### Where the registers sit, run 1

Other sequential cells in the stronger gray, the rest of the logic in the fainter gray.
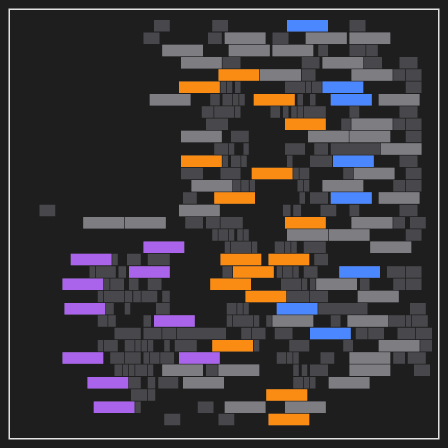
### Metal 2, run 1

Cells faint in the background.
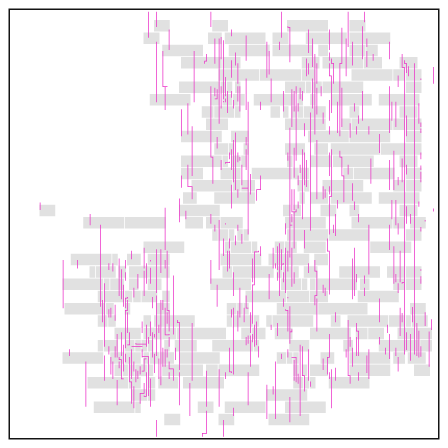
### Nets reached from selected ports, run 1

Bar = 20 µm.
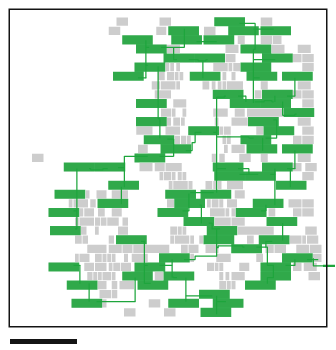
==> config.mk <==
export PLATFORM = sky130hd
export DESIGN_NAME = priority_input_conditioner
export DESIGN_NICKNAME = d
export VERILOG_FILES = /design/src/rtl/prio_cond_pkg.sv /design/src/rtl/debounce_bit.sv /design/src/rtl/priority_input_conditioner.sv
export SDC_FILE = /design/constraint.sdc
export NUM_CORES = 1
export LEC_CHECK = 0
export CAP_MARGIN = 20
export CORE_UTILIZATION = 35
export DETAILED_ROUTE_END_ITERATION = 16
export PLACE_DENSITY_LB_ADDON = 0.3
export SETUP_SLACK_MARGIN = 0.05
export SLEW_MARGIN = 20
export SYNTH_ARGS = -nofsm -noshare
export SYNTH_HDL_FRONTEND = slang
export SYNTH_SLANG_ARGS = --single-unit
==> constraint.sdc <==
create_clock -name clk -period 2.82 [get_ports clk]
set_clock_uncertainty 0.05 [all_clocks]
set_input_delay 0.282 -clock clk [delete_from_list [all_inputs] [get_ports clk]]
set_output_delay 0.282 -clock clk [all_outputs]
set_load 0.05 [all_outputs]
==> qor.csv, run 1 <==
metric,value,unit
antenna_cells,0,
cts_made_buffers,9,
vdd_ir_drop_max,0.2600,mV
crit_path_max_fanout,8,
min_period_over_period,84.37,%
post_cts_resized,0,
combPwrFrac,2.2,%
grt_pass1_wl,7700,µm
dp_slack,0.4181,ns
p_leak,1.705,nW
rsz0062_at_grt,false,
gr-usage-all-layers,11.47,%
htreeDepth,3,
finalSetupTns,0,ns
synth_top_cell_by_count,dfrtp_1,
power_switching,432.3,µW
yosys_warnings,0,
cts_setup_buffers,0,
power_frac_seq,51.2,%
area_delta_synth_final,19.50,%
top_cell_area_share,62.50,%
die_area,8954,µm²
reg2reg_slack,0.77,ns
switching_share,20.27,%
num_rows,33,
status,finished clean,
grt_overflow_total,0,
largest_reg_flops,16,
combinationalPower,47.6,µW
yosysChipArea,3003,µm²
buffers,29,
fill_cells,761,
clock.fmax,0.4203,GHz
nWellTaps,105,
top_area_cell,dfrtp_1,
flops,75,
drc,0,
p_per_area,594.3,nW/µm²
worst_slew_pin_slew,0.9025,ns
clkCellAreaFrac,6.904,%
crit_arrival,2.05,ns
setup_ws,0.4406,ns
post_drt_via_cell_ratio,4.635,
wire_per_inst,11.36,µm
final_cell_mix,"75 x dfrtp_1, 27 x clkdlybuf4s50_1, 25 x nand2_1",
critical_path_class,in -> out,
async_reset_ff_share,100.0,%
gp_congestion,0.8128,
Back to the opening pictures, 'Where the registers sit':
color	name in the netlist	placed flops
blue	g_bit.u_db.level_dly_q	8
orange	g_bit.u_db.cnt_q	16
purple	pcnt_q	10
not colored	41
fin util: 43.45%
Seq group: 1.09 mW
Sequential cell area: 1877 µm²
Seq area share: 52.30%

Back to the opening pictures, 'Metal 2':
longest straight run	64.3 µm
main direction	vertical
wire length on this layer	2020 µm
vias after detailed routing: 1780
met2 usage: 17.81%
final WL: 4362 µm

Back to the opening pictures, 'Nets reached from selected ports':
color	port	bits	direction	edge	end cells	buffers	wire
green	rst_n	1	input	right	75	1	485 µm
Port Buffers: 28
I/O pin count: 29

run 1: cell families after synthesis:
| group | synth area share, % |
|---|---|
| and+or+nand+nor | 11.25 |
| buffers and inverters | 5.250 |
| adders and majority gates | 4.167 |
| DFF | 62.50 |
| AOI/OAI and AO/OA | 7.333 |
| muxes | 6.000 |
| xor gates and xnor gates | 3.500 |
run 1: worst max-delay path, cell delays in order:
cell	delay, ns
clkdlybuf4s50_1	0.68
mux2_2	0.38
clkdlybuf4s50_1	0.70
run 1: routing by layer:
layer	track usage (%)	vias to the layer above	part of all wire, %
met1	14.06	869	47
met3	3.704	7	4.5
met2	17.81	29	46
li1	-	875	-
met5	0	-	0
met4	6.439	0	1.7
### Routing congestion, run 1

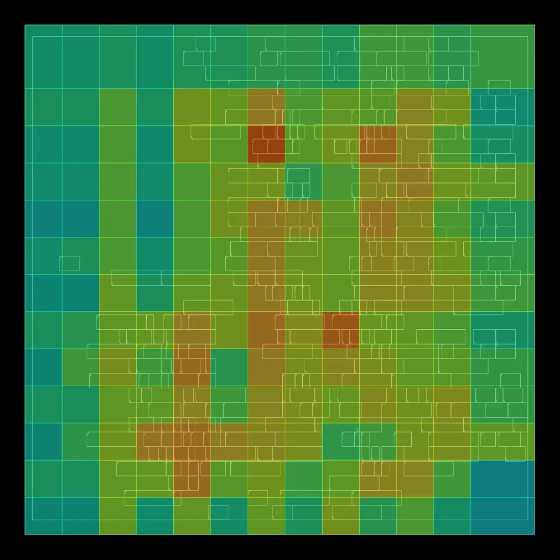

==> run 2, diff against run 1 <==
==> constraint.sdc (replaced) <==
create_clock -name clk -period 2.1 [get_ports clk]
set_clock_uncertainty 0.05 [all_clocks]
set_input_delay 0.21 -clock clk [delete_from_list [all_inputs] [get_ports clk]]
set_output_delay 0.21 -clock clk [all_outputs]
set_load 0.05 [all_outputs]
### Routing congestion, run 2

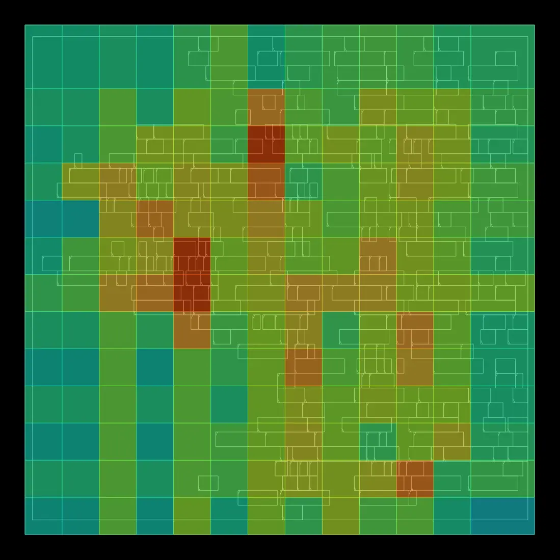
met2 usage: 18.71%
global routing usage on met1: 13.42%

==> run 2 against run 1 <==
  * Non-clock buffer count increased by 4
  * Cell count increased by 1.0%
  * Sequential share of layout area increased by 0.61 points
  * Clock power shrank 5.0%
  * Clock-buffer cell count rose by 1
  * Final area down 1.1%
  * Highest routed layer unchanged
==> qor.csv, run 2 <==
metric,value,unit,change
grt-busiest-layer,met2,,
crit_slowest_cell,or4b_1,,
path_depth,6,,+3
antenna_cells,0,,unchanged
combinationalPower,73.6,µW,+55%
adder_share,4.167,%,unchanged
htreeDepth,3,,unchanged
final_cell_mix,"74 x dfrtp_1, 24 x nand2_1, 21 x inv_1",,
path_buffers,0,,-2
p_leak,1.711,nW,+0.34%
status,finished clean,,
flops,75,,unchanged
crit_chain,ha_1 -> nand2_2 -> nor3_4 -> nor2_2 -> or4b_1 -> and4bb_1,,
largest_reg_flops,16,,unchanged
rsz0062_at_grt,false,,
simple_gate_area_share,11.25,%,unchanged
post_cts_resized,1,,+1
die_area,8954,µm²,unchanged
p_per_area,699.6,nW/µm²,+18%
crit_path_max_fanout,6,,-2
aoi_share,7.333,%,unchanged
synthTopLogicFamily,simple AND/OR/NAND/NOR gates,,
power_switching,563.9,µW,+30%
gr-usage-all-layers,11.35,%,-0.13 points
ios,29,,unchanged
-- run 2: netlist changes by cell type in the layout (fill, tap and decap cells not counted), sizes merged --
| cell | before | now |
|---|---|---|
| clkbuf | 9 | 10 |
| clkinvlp | 1 | 2 |
| dlygate4sd3 | 0 | 1 |
| buf | 2 | 14 |
| clkdlybuf4s50 | 27 | 18 |
| inv | 23 | 21 |
| bufinv | 3 | 0 |
| clkinv | 1 | 4 |
-- run 2: per-stage QoR --
step	cells	setup WS, ns	hold WS [ns]
after floorplan	247	0.2366	-0.1356
after global placement	370	0.1483	0.1236
after detailed placement	370	0.08536	0.1300
after CTS	387	0.05717	0.2452
after global routing	388	0.08982	0.2557
final	388	0.1792	0.2616
No activity file was given, so power comes from the tool's default toggle rates.
